<file path="config.mk">
export PLATFORM = sky130hd
export DESIGN_NAME = spi_slave_flat
export DESIGN_NICKNAME = d
export VERILOG_FILES = /design/src/rtl/spi_slave_pkg.sv /design/src/rtl/spi_slave_if.sv /design/src/rtl/spi_slave_sync_edge.sv /design/src/rtl/spi_slave.sv /design/src/flat_wrapper.sv
export SDC_FILE = /design/constraint.sdc
export NUM_CORES = 1
export LEC_CHECK = 0
export ABC_AREA = 1
export CAP_MARGIN = 25
export CORE_UTILIZATION = 40
export DETAILED_ROUTE_END_ITERATION = 8
export DONT_BUFFER_PORTS = 1
export PLACE_DENSITY = 0.6
export SLEW_MARGIN = 5
export SYNTH_ARGS = -nofsm -noshare
export SYNTH_HDL_FRONTEND = slang
export SYNTH_SLANG_ARGS = --single-unit
</file>
<file path="constraint.sdc">
create_clock -name i_clk -period 1.45 [get_ports i_clk]
set_input_delay 0.145 -clock i_clk [delete_from_list [all_inputs] [get_ports i_clk]]
set_output_delay 0.145 -clock i_clk [all_outputs]
set_load 0.03 [all_outputs]
</file>
<file path="src/rtl/spi_slave_pkg.sv">
// Shared types and sizing helpers for the SPI slave.
// Imported by the SPI slave top and its synchronizer sub-module.
package spi_slave_pkg;

    localparam int WIDTH_DEF    = 8;
    localparam int SYNC_STG_DEF = 2;

    typedef enum logic {
        ST_IDLE  = 1'b0,
        ST_SHIFT = 1'b1
    } state_t;

    // Bit counter must hold 0..width
    function automatic int cnt_width(input int w);
        return $clog2(w + 1);
    endfunction

endpackage

</file>
<file path="src/rtl/spi_slave_if.sv">
// SPI pins plus local Tx/Rx data path of the SPI slave, grouped as one bundle.
interface spi_slave_if #(parameter int WIDTH = 8);

    logic             cpol;
    logic             cpha;
    logic             sclk;
    logic             ss_n;
    logic             mosi;
    logic             miso;
    logic             miso_en;
    logic [WIDTH-1:0] tx_data;
    logic             tx_valid;
    logic             tx_ready;
    logic [WIDTH-1:0] rx_data;
    logic             rx_valid;
    logic             tx_underrun;
    logic             busy;

    modport slave (
        input  cpol, cpha, sclk, ss_n, mosi, tx_data, tx_valid,
        output miso, miso_en, tx_ready, rx_data, rx_valid, tx_underrun, busy
    );

    modport master (
        output cpol, cpha, sclk, ss_n, mosi, tx_data, tx_valid,
        input  miso, miso_en, tx_ready, rx_data, rx_valid, tx_underrun, busy
    );

endinterface

</file>
<file path="src/rtl/spi_slave_sync_edge.sv">
// N-stage synchronizer for an asynchronous pin with rise/fall pulses on the synced value.
module spi_sync_edge
    import spi_slave_pkg::*;
#(
    parameter int   SYNC_STG = SYNC_STG_DEF,
    parameter logic RST_VAL  = 1'b0
) (
    input  logic i_clk,
    input  logic i_rst_n,
    input  logic i_async,
    output logic o_sync,
    output logic o_rise,
    output logic o_fall
);

    logic [SYNC_STG-1:0] r_sync;
    logic                r_prev;

    always_ff @(posedge i_clk or negedge i_rst_n) begin
        if (!i_rst_n) begin
            r_sync <= {SYNC_STG{RST_VAL}};
            r_prev <= RST_VAL;
        end else begin
            r_sync <= {r_sync[SYNC_STG-2:0], i_async};
            r_prev <= r_sync[SYNC_STG-1];
        end
    end

    assign o_sync = r_sync[SYNC_STG-1];
    assign o_rise =  r_sync[SYNC_STG-1] & ~r_prev;
    assign o_fall = ~r_sync[SYNC_STG-1] &  r_prev;

endmodule

</file>
<file path="src/rtl/spi_slave.sv">
// SPI slave: oversampled SCLK/SS_n/MOSI, MSB-first shifting in all four CPOL/CPHA modes,
// single-entry Tx holding buffer feeding MISO, Rx word pulse on completion.
//
//   state    | meaning
//   ST_IDLE  | SS_n high; SCLK ignored, counter at 0, CPOL/CPHA tracked
//   ST_SHIFT | selected; shifting words back-to-back until SS_n rises
module spi_slave
    import spi_slave_pkg::*;
#(
    parameter int WIDTH    = WIDTH_DEF,
    parameter int SYNC_STG = SYNC_STG_DEF
) (
    input  logic            i_clk,
    input  logic            i_rst_n,
    spi_slave_if.slave      io_spi
);

    localparam int CNT_W = cnt_width(WIDTH);

    state_t             r_state;
    state_t             w_state_nxt;
    logic               r_cpol;
    logic               r_cpha;
    logic [SYNC_STG-1:0] r_mosi_sync;
    logic [CNT_W-1:0]   r_bit_cnt;
    logic [WIDTH-1:0]   r_rx_shift;
    logic [WIDTH-1:0]   r_rx_data;
    logic               r_rx_valid;
    logic [WIDTH-1:0]   r_tx_shift;
    logic [WIDTH-1:0]   r_tx_buf;
    logic               r_tx_full;
    logic               r_tx_underrun;
    logic               r_miso;
    logic               r_start_pend;

    logic w_sclk_sync, w_sclk_rise, w_sclk_fall;
    logic w_ss_sync, w_ss_rise, w_ss_fall;
    logic w_mosi, w_in_shift, w_sclk_edge, w_lead, w_trail;
    logic w_sample, w_shift, w_last, w_frame_start, w_pend_start, w_start, w_end, w_accept;
    logic [WIDTH-1:0] w_word;

    spi_sync_edge #(.SYNC_STG(SYNC_STG), .RST_VAL(1'b0)) u_sync_sclk (
        .i_clk   (i_clk),
        .i_rst_n (i_rst_n),
        .i_async (io_spi.sclk),
        .o_sync  (w_sclk_sync),
        .o_rise  (w_sclk_rise),
        .o_fall  (w_sclk_fall)
    );

    spi_sync_edge #(.SYNC_STG(SYNC_STG), .RST_VAL(1'b1)) u_sync_ss (
        .i_clk   (i_clk),
        .i_rst_n (i_rst_n),
        .i_async (io_spi.ss_n),
        .o_sync  (w_ss_sync),
        .o_rise  (w_ss_rise),
        .o_fall  (w_ss_fall)
    );

    // MOSI gets the same depth as SCLK so the sample lines up with its edge event
    always_ff @(posedge i_clk or negedge i_rst_n) begin
        if (!i_rst_n) begin
            r_mosi_sync <= '0;
            r_cpol      <= 1'b0;
            r_cpha      <= 1'b0;
        end else begin
            r_mosi_sync <= {r_mosi_sync[SYNC_STG-2:0], io_spi.mosi};
            if (w_ss_sync) begin
                r_cpol <= io_spi.cpol;
                r_cpha <= io_spi.cpha;
            end
        end
    end

    assign w_mosi        = r_mosi_sync[SYNC_STG-1];
    assign w_in_shift    = (r_state == ST_SHIFT);
    assign w_sclk_edge   = w_sclk_rise | w_sclk_fall;
    assign w_lead        = w_sclk_edge & (w_sclk_sync != r_cpol);
    assign w_trail       = w_sclk_edge & (w_sclk_sync == r_cpol);
    assign w_sample      = w_in_shift & (r_cpha ? w_trail : w_lead);
    assign w_shift       = w_in_shift & (r_cpha ? w_lead : w_trail);
    assign w_last        = w_sample & (r_bit_cnt == CNT_W'(WIDTH - 1));
    assign w_end         = w_in_shift & w_ss_rise;
    assign w_frame_start = (r_state == ST_IDLE) & w_ss_fall;
    // Follow-on word is pulled from the buffer at the first shift edge after completion
    assign w_pend_start  = w_shift & r_start_pend & ~w_end;
    assign w_start       = w_frame_start | w_pend_start;
    assign w_accept      = io_spi.tx_valid & ~r_tx_full;
    assign w_word        = r_tx_full ? r_tx_buf : '0;

    always_ff @(posedge i_clk or negedge i_rst_n) begin
        if (!i_rst_n) r_state <= ST_IDLE;
        else          r_state <= w_state_nxt;
    end

    always_comb begin
        w_state_nxt = r_state;
        case (r_state)
            ST_IDLE:  if (w_ss_fall) w_state_nxt = ST_SHIFT;
            ST_SHIFT: if (w_ss_rise) w_state_nxt = ST_IDLE;
            default:  w_state_nxt = ST_IDLE;
        endcase
    end

    always_ff @(posedge i_clk or negedge i_rst_n) begin
        if (!i_rst_n) begin
            r_tx_buf      <= '0;
            r_tx_full     <= 1'b0;
            r_tx_underrun <= 1'b0;
        end else begin
            r_tx_underrun <= w_start & ~r_tx_full;
            if (w_start)  r_tx_full <= 1'b0;
            if (w_accept) begin
                r_tx_full <= 1'b1;
                r_tx_buf  <= io_spi.tx_data;
            end
        end
    end

    always_ff @(posedge i_clk or negedge i_rst_n) begin
        if (!i_rst_n) begin
            r_bit_cnt    <= '0;
            r_rx_shift   <= '0;
            r_rx_data    <= '0;
            r_rx_valid   <= 1'b0;
            r_tx_shift   <= '0;
            r_miso       <= 1'b0;
            r_start_pend <= 1'b0;
        end else begin
            r_rx_valid <= 1'b0;
            if (w_end) begin
                r_bit_cnt    <= '0;
                r_rx_shift   <= '0;
                r_tx_shift   <= '0;
                r_miso       <= 1'b0;
                r_start_pend <= 1'b0;
            end else begin
                if (w_sample) begin
                    r_rx_shift <= {r_rx_shift[WIDTH-2:0], w_mosi};
                    if (w_last) begin
                        r_bit_cnt    <= '0;
                        r_rx_data    <= {r_rx_shift[WIDTH-2:0], w_mosi};
                        r_rx_valid   <= 1'b1;
                        r_start_pend <= 1'b1;
                    end else begin
                        r_bit_cnt <= r_bit_cnt + CNT_W'(1);
                    end
                end
                // CPHA=1 waits for the leading edge to present the MSB
                if (w_frame_start) begin
                    if (r_cpha) begin
                        r_tx_shift <= w_word;
                    end else begin
                        r_miso     <= w_word[WIDTH-1];
                        r_tx_shift <= w_word << 1;
                    end
                end else if (w_pend_start) begin
                    r_miso       <= w_word[WIDTH-1];
                    r_tx_shift   <= w_word << 1;
                    r_start_pend <= 1'b0;
                end else if (w_shift) begin
                    r_miso     <= r_tx_shift[WIDTH-1];
                    r_tx_shift <= r_tx_shift << 1;
                end
            end
        end
    end

    assign io_spi.miso        = r_miso;
    assign io_spi.miso_en     = ~w_ss_sync;
    assign io_spi.tx_ready    = ~r_tx_full;
    assign io_spi.rx_data     = r_rx_data;
    assign io_spi.rx_valid    = r_rx_valid;
    assign io_spi.tx_underrun = r_tx_underrun;
    assign io_spi.busy        = w_in_shift;

endmodule

</file>
<file path="src/flat_wrapper.sv">
// flat-port wrapper written by rule: the top's interface ports become plain ports
module spi_slave_flat import spi_slave_pkg::*;
#(
    parameter int WIDTH    = WIDTH_DEF,
    parameter int SYNC_STG = SYNC_STG_DEF
)
  (i_clk, i_rst_n, io_spi_cpol, io_spi_cpha, io_spi_sclk, io_spi_ss_n, io_spi_mosi, io_spi_tx_data, io_spi_tx_valid, io_spi_miso, io_spi_miso_en, io_spi_tx_ready, io_spi_rx_data, io_spi_rx_valid, io_spi_tx_underrun, io_spi_busy);
  spi_slave_if #(.WIDTH(WIDTH)) io_spi_i ();
  input  logic i_clk;
  input  logic i_rst_n;
  input wire logic [$bits(io_spi_i.cpol)-1:0] io_spi_cpol;
  input wire logic [$bits(io_spi_i.cpha)-1:0] io_spi_cpha;
  input wire logic [$bits(io_spi_i.sclk)-1:0] io_spi_sclk;
  input wire logic [$bits(io_spi_i.ss_n)-1:0] io_spi_ss_n;
  input wire logic [$bits(io_spi_i.mosi)-1:0] io_spi_mosi;
  input wire logic [$bits(io_spi_i.tx_data)-1:0] io_spi_tx_data;
  input wire logic [$bits(io_spi_i.tx_valid)-1:0] io_spi_tx_valid;
  output wire logic [$bits(io_spi_i.miso)-1:0] io_spi_miso;
  output wire logic [$bits(io_spi_i.miso_en)-1:0] io_spi_miso_en;
  output wire logic [$bits(io_spi_i.tx_ready)-1:0] io_spi_tx_ready;
  output wire logic [$bits(io_spi_i.rx_data)-1:0] io_spi_rx_data;
  output wire logic [$bits(io_spi_i.rx_valid)-1:0] io_spi_rx_valid;
  output wire logic [$bits(io_spi_i.tx_underrun)-1:0] io_spi_tx_underrun;
  output wire logic [$bits(io_spi_i.busy)-1:0] io_spi_busy;
  assign io_spi_i.cpol = io_spi_cpol;
  assign io_spi_i.cpha = io_spi_cpha;
  assign io_spi_i.sclk = io_spi_sclk;
  assign io_spi_i.ss_n = io_spi_ss_n;
  assign io_spi_i.mosi = io_spi_mosi;
  assign io_spi_i.tx_data = io_spi_tx_data;
  assign io_spi_i.tx_valid = io_spi_tx_valid;
  assign io_spi_miso = io_spi_i.miso;
  assign io_spi_miso_en = io_spi_i.miso_en;
  assign io_spi_tx_ready = io_spi_i.tx_ready;
  assign io_spi_rx_data = io_spi_i.rx_data;
  assign io_spi_rx_valid = io_spi_i.rx_valid;
  assign io_spi_tx_underrun = io_spi_i.tx_underrun;
  assign io_spi_busy = io_spi_i.busy;
  spi_slave #(.WIDTH(WIDTH), .SYNC_STG(SYNC_STG)) u_core (.i_clk(i_clk), .i_rst_n(i_rst_n), .io_spi(io_spi_i));
endmodule
</file>
==> run_1/clk_routes.png <==
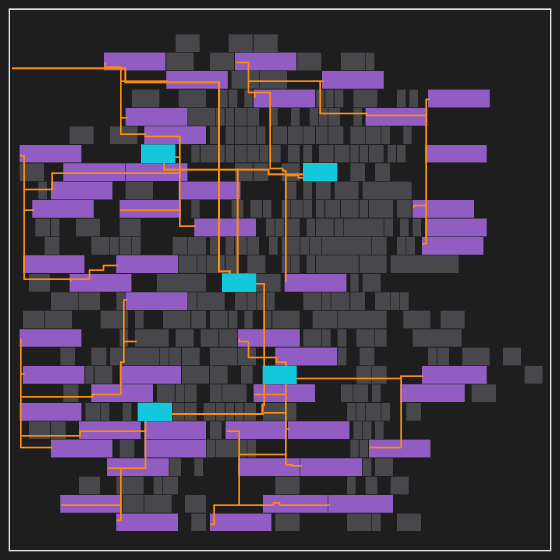
legend:
  cyan:
    item: clock drivers
    count: 5
  purple:
    item: flip-flops
    count: 51
  orange:
    item: clock wires
    length: 589 um
flops lie: widely spread

==> run_1/layer_met1.png <==
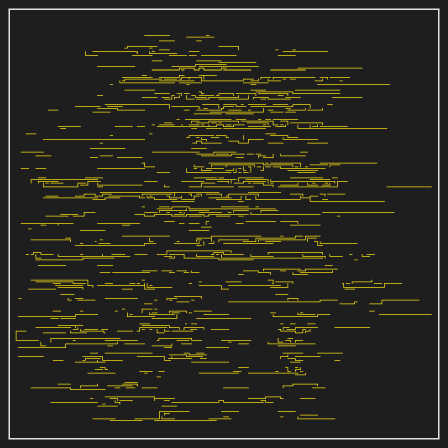
longest straight run: 22.1 um
main direction: horizontal
nets with wire on the layer: 306
wire length on this layer: 2400 um
share of all routed wire: 48%

==> git commit body, run 1 <==
Update PnR metrics after Yosys + OpenROAD run

- Run status: finished with violations
* Violations in the final reports: negative setup slack
* Post-CTS Hold Buffers: 15
- Synth-to-Final Area Change: 31.3%
* Data arrival time of the critical path: 1770 ps
- Fin. max-slew vios: 0
- Die W: 79.7 um
- Routed vias/inst: 4.87
- Root Buffer Master: clkbuf_8
- Final number of setup-violating endpoints: 22
* Ranking of synthesized cells by instance count: nand2_1 (62), dfrtp_1 (48), inv_1 (31)
- Overall power consumption after layout is estimated at 4270 uW.
* FF+latch count, synth: 51
* DR DRC count: 0
- In the CTS report, the clock slew at the register clock pins of the worst setup and hold paths is listed as 90 ps.
* Maximum clock frequency: 0.636 GHz
- Area of the core: 5680 um^2
- In the final layout, the fill cell count is 481.
- Fin worst setup slack: -123 ps
- Synthesized area: 2410 um^2
* Peak VDD IR: 729 uV
- Critical path fanouts, max: 8
* Post-synth tally of flip-flops with integrated enable: 0
- Summed over all failing endpoints, the final setup total negative slack is -1720 ps.
- Per the TritonCTS log, the buffer count is 5.
- For this block, the initial DRC count from the detailed router was 109.
==> run_1/congestion.png <==
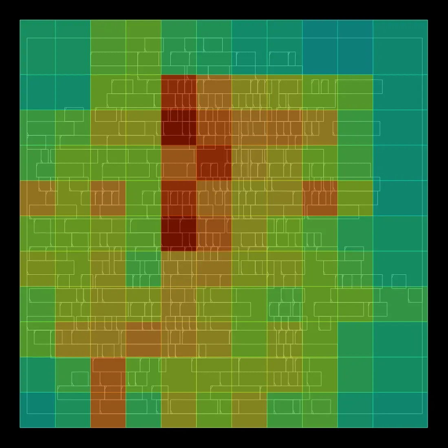
end-of-flow core utilization: 0.558
routed wire length per instance: 12.8 um
met3 Resource Use GR: 0.0434
global-route layer with the greatest usage: met2
total global-route track usage: 0.173

==> run 1: registers in the layout, summed over array words and instances, names as in the netlist, 2 cells and up <==
register / cells
u_core.io_spi.rx_data: 8
u_core.r_tx_buf: 8
u_core.r_tx_shift: 8
u_core.r_rx_shift: 7
u_core.r_bit_cnt: 4
u_core.r_mosi_sync: 2
u_core.u_sync_sclk.r_sync: 2
u_core.u_sync_ss.r_sync: 2
==> run 1: placed cells by master, fill, tap and decap left out, drive strengths merged <==
master and count:
o22ai 6, o31ai 1, dfrtp 48, dlygate4sd3 14
a21oi 6, buf 31, dfstp 3, clkinvlp 1
o21ai 28, ha 1, mux2 8, clkbuf 7
nor3 4, nor2 20, nand2 81, nand3 14
nand4 7, inv 37
==> run 1: critical path, stage by stage, from the launching register on <==
cell	delay [ps]
dfrtp_1	430
inv_2	90
nand2_2	50
nand2_2	70
nand2_2	70
nand2_1	70
nand3_2	160
inv_2	120
nand2_4	70
inv_8	100
nand2_8	110
nand2_2	80
o21ai_2	50
==> run 1: final timing paths <==
kind,startpoint,endpoint,slack (ps),cells after the start
min in group asynchronous,i_rst_n,u_core.r_tx_shift[6]$_DFFE_PN0P_,360,2
max reg2reg,u_core.u_sync_sclk.r_sync[1]$_DFF_PN0_,u_core.io_spi.rx_data[4]$_DFFE_PN0P_,-120,12
max in group asynchronous,i_rst_n,u_core.u_sync_ss.r_sync[0]$_DFF_PN1_,810,2
min reg2reg,u_core.r_mosi_sync[0]$_DFF_PN0_,u_core.r_mosi_sync[1]$_DFF_PN0_,360,0
min,io_spi_tx_valid,u_core.r_tx_full$_DFFE_PN0P_,240,2
max,u_core.u_sync_sclk.r_sync[1]$_DFF_PN0_,u_core.io_spi.rx_data[4]$_DFFE_PN0P_,-120,12
==> run 1: layout make-up <==
type / instances / area [um^2] / area share
clock inverter: 1 / 7.51 / 0.00237
sequential: 51 / 1280 / 0.404
multi-input combinational: 176 / 1100 / 0.349
tap: 72 / 90.1 / 0.0284
timing repair buffer: 45 / 425 / 0.134
timing repair inverter: 1 / 6.26 / 0.00197
clock buffer: 7 / 96.3 / 0.0304
inverter: 36 / 158 / 0.0497
==> run 1: layer usage <==
metal	up-vias	routed length [um]	global-route usage
met2	38	2350	0.261
met1	895	2400	0.242
met5	-	0	0
met4	0	44	0.0600
met3	4	205	0.0434
li1	957	-	-
==> run 1: power by group <==
| part | switching [uW] | internal, uW | leakage [uW] |
|---|---|---|---|
| Combinational | 785 | 594 | 0.000874 |
| Sequential | 253 | 1760 | 0.000651 |
| Clock | 448 | 434 | 0.0000505 |
==> run 1: cell families after synthesis <==
kind of cell,Yosys count,synth area share
AND/OR/NAND/NOR,125,0.246
multiplexers,8,0.0373
AND-OR/OR-AND,41,0.100
adder cells (fa/ha/maj),1,0.00518
buffers and inverters,46,0.0814
flip-flops,51,0.530
==> run 1: through the flow <==
step / instances / area, um^2
global route: 389 / 3170
detailed placement: 357 / 2650
CTS: 383 / 3030
floorplan: 272 / 2430
finish: 389 / 3170
global placement: 357 / 2650
==> run_1/flops_by_reg.png <==
Other sequential cells in the stronger grey, the rest of the logic in the fainter grey.
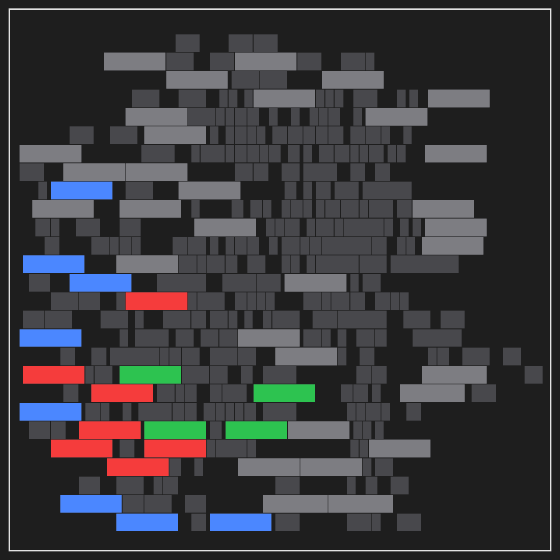

## Run 2: what changed since run 1
--- a/config.mk
+++ b/config.mk
@@ -8,9 +8,11 @@
 export ABC_AREA = 1
 export CAP_MARGIN = 25
 export CORE_UTILIZATION = 40
+export CTS_BUF_LIST = sky130_fd_sc_hd__clkbuf_4 sky130_fd_sc_hd__clkbuf_8 sky130_fd_sc_hd__clkbuf_16
 export DETAILED_ROUTE_END_ITERATION = 8
 export DONT_BUFFER_PORTS = 1
 export PLACE_DENSITY = 0.6
+export SETUP_SLACK_MARGIN = 0.3
 export SLEW_MARGIN = 5
 export SYNTH_ARGS = -nofsm -noshare
 export SYNTH_HDL_FRONTEND = slang
==> run_2/flops_by_reg.png <==
Other sequential cells in the stronger grey, the rest of the logic in the fainter grey.
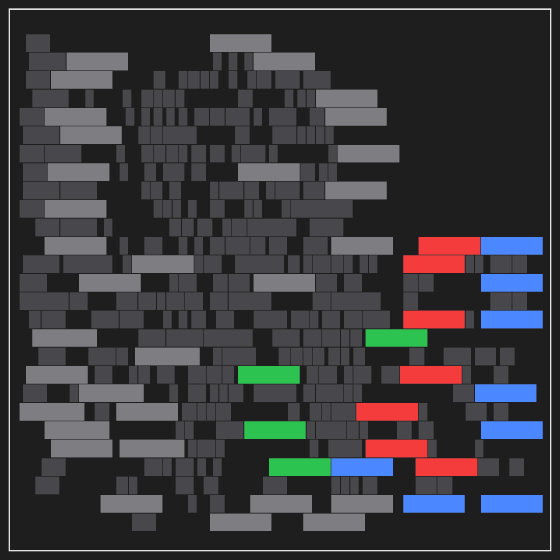
legend:
  red:
    name_in_the_netlist: u_core.r_rx_shift
    flops: 7
  green:
    name_in_the_netlist: u_core.r_bit_cnt
    flops: 4
    where: bottom centre
  blue:
    name_in_the_netlist: u_core.io_spi.rx_data
    flops: 8

==> run_2/layer_met1.png <==
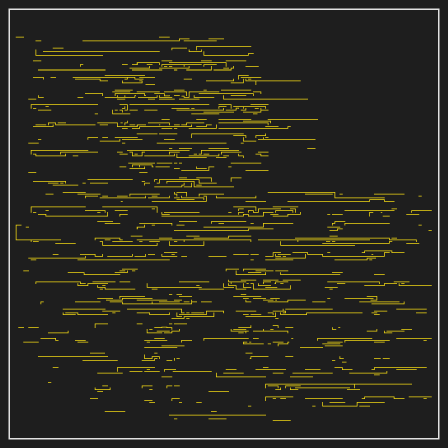
longest straight run: 27.1 um
wire length on this layer: 2280 um
main direction: horizontal

==> git commit body, run 2 <==
Update PnR metrics after Yosys + OpenROAD run

- In this run the layout overhead on the synthesized area is reported as 33.5%.
* Reg-to-reg critical path endpoint: u_core.r_tx_shift[3]$_DFFE_PN0P_
* Area of the core: 5680 um^2
* Type of the most critical hold path: in -> async
- Worst hold slack after final layout: -498 ps
- Final number of setup-violating endpoints: 27
- Data arrival time of the critical path: 1800 ps
* Count of final hold-check violations: 51
- Internal reg-to-reg setup slack: -140 ps
* Total clock buffers created by CTS: 5
- Power consumption: 4380 uW
* Tally of non-filler cells in the final layout: 390
- Synthesized area: 2410 um^2
- Routed vias/inst: 4.81
- The first TritonRoute pass finished after 4 iterations.
- Clk Latency, worst-skew pair: 320 ps
- Post-synth tally of flip-flops with integrated enable: 0
- Violations in the final reports: negative hold slack, negative setup slack
- Root Buffer Master: clkbuf_8
* DP Cell Count: 355
- Routed wire length per instance: 12.3 um
- Per the final report, max-transition violations number 0.
- Ranking of synthesized cells by instance count: nand2_1 (62), dfrtp_1 (48), inv_1 (31)
* Critical path fanouts, max: 5
- Total global-route track usage: 0.169
- Clock transition at the registers of the reported paths: 110 ps
- Across the VDD grid, the largest voltage drop is 900 uV.
- Worst flop-to-flop path startpoint: u_core.u_sync_sclk.r_sync[1]$_DFF_PN0_
- Largest type area fraction: 0.498
- Summing all placed instances gives a cell area of 2680 um^2.
- The worst register-to-register path has a depth of 13.
- Post-CTS Hold Buffers: 13
- CP endpoint: u_core.r_tx_shift[3]$_DFFE_PN0P_
- Origin of the worst setup path: u_core.u_sync_sclk.r_sync[1]$_DFF_PN0_
- Leaving out fill and tap cells, the most frequent cells in the layout are nand2_1 (47), dfrtp_1 (45), inv_1 (26), buf_4 (26), nand2_2 (25).
* Final design area excluding fillers: 3220 um^2
* Run status: finished with violations
* FF+latch count, synth: 51
- Number of design-rule violations left by the first detailed-router iteration: 41
- Fin worst setup slack: -144 ps
## run 2: cell counts after synthesis
Identical to the previous run, type by type.
## run 2: what timing repair did
action / in CTS / in global routing
buffers inserted: 9 / 3
gates resized: 28 / 17
gates cloned: 1 / 1
pin swaps: 3 / 4
endpoints found under the setup margin: 42 / 43
hold endpoints to repair: 64 / 51
## run 2: logic make-up (layout without fill, tap and decap cells)
group,after synthesis,count (layout),share of synthesized area
AOI/OAI and AO/OA,41,41,0.100
adders and majority gates,1,1,0.00518
buffers and inverters,46,91,0.0814
DFF,51,51,0.530
muxes,8,8,0.0373
and+or+nand+nor,125,126,0.246
## run 2: power by group
| part | total [uW] | switching [uW] | internal, uW | leakage [uW] |
|---|---|---|---|---|
| clock network | 861 | 509 | 353 | 0.0000452 |
| registers | 2040 | 275 | 1760 | 0.000650 |
| logic | 1490 | 771 | 716 | 0.000948 |
## run 2: final cells by class
type	instances	area, um^2
Inverter	36	151
Timing Repair Buffer	47	459
Multi-Input combinational cell	176	1140
Clock buffer	5	68.8
Fill cell	491	2450
Clock inverter	3	25.0
Sequential cell	51	1280
Tap cell	72	90.1
## run 2: worst min-delay path by stage
stage	startpoint	end	slack, ps	depth (start not counted)
after detailed placement	i_rst_n	u_core.io_spi.rx_data[7]$_DFFE_PN0P_	-150	0
after floorplan	i_rst_n	u_core.io_spi.busy$_DFF_PN0_	-150	0
after global placement	i_rst_n	u_core.io_spi.rx_data[7]$_DFFE_PN0P_	-150	0
after global routing	i_rst_n	u_core.io_spi.rx_data[5]$_DFFE_PN0P_	-520	0
after CTS	i_rst_n	u_core.io_spi.rx_data[7]$_DFFE_PN0P_	-510	0
final	i_rst_n	u_core.io_spi.rx_data[5]$_DFFE_PN0P_	-500	0
## run 2: layer usage
layer	part of all wire	global-route usage	vias to the layer above
met2	0.47	0.279	35
met4	0.017	0.0745	0
li1	-	-	959
met3	0.033	0.0389	6
met1	0.48	0.211	876
met5	0	0	-
## run 2: critical path: stages, from the launching register on
cell and delay, ps:
dfrtp_2 450, inv_2 80, nand2_2 50, nand2_2 80, nand2_2 70, nand2_2 70
inv_2 60, nor2_8 110, nand3_4 110, clkbuf_16 200, nand2_4 50, nand3_2 50
nand2_1 60, nand2_1 50
## run 2: metrics by stage
| step | TNS [ps] | hold slack, ps | worst slack [ps] | util |
|---|---|---|---|---|
| floorplan | 0 | -151 | 9.74 | - |
| global placement | -610 | -150 | -58.7 | 0.473 |
| detailed placement | -1570 | -150 | -121 | 0.473 |
| CTS | -1040 | -510 | -95.7 | 0.544 |
| global route | -4150 | -522 | -245 | 0.568 |
| finish | -1370 | -498 | -144 | 0.568 |
Power figures rest on the tool's default switching activity, not on a simulated workload.
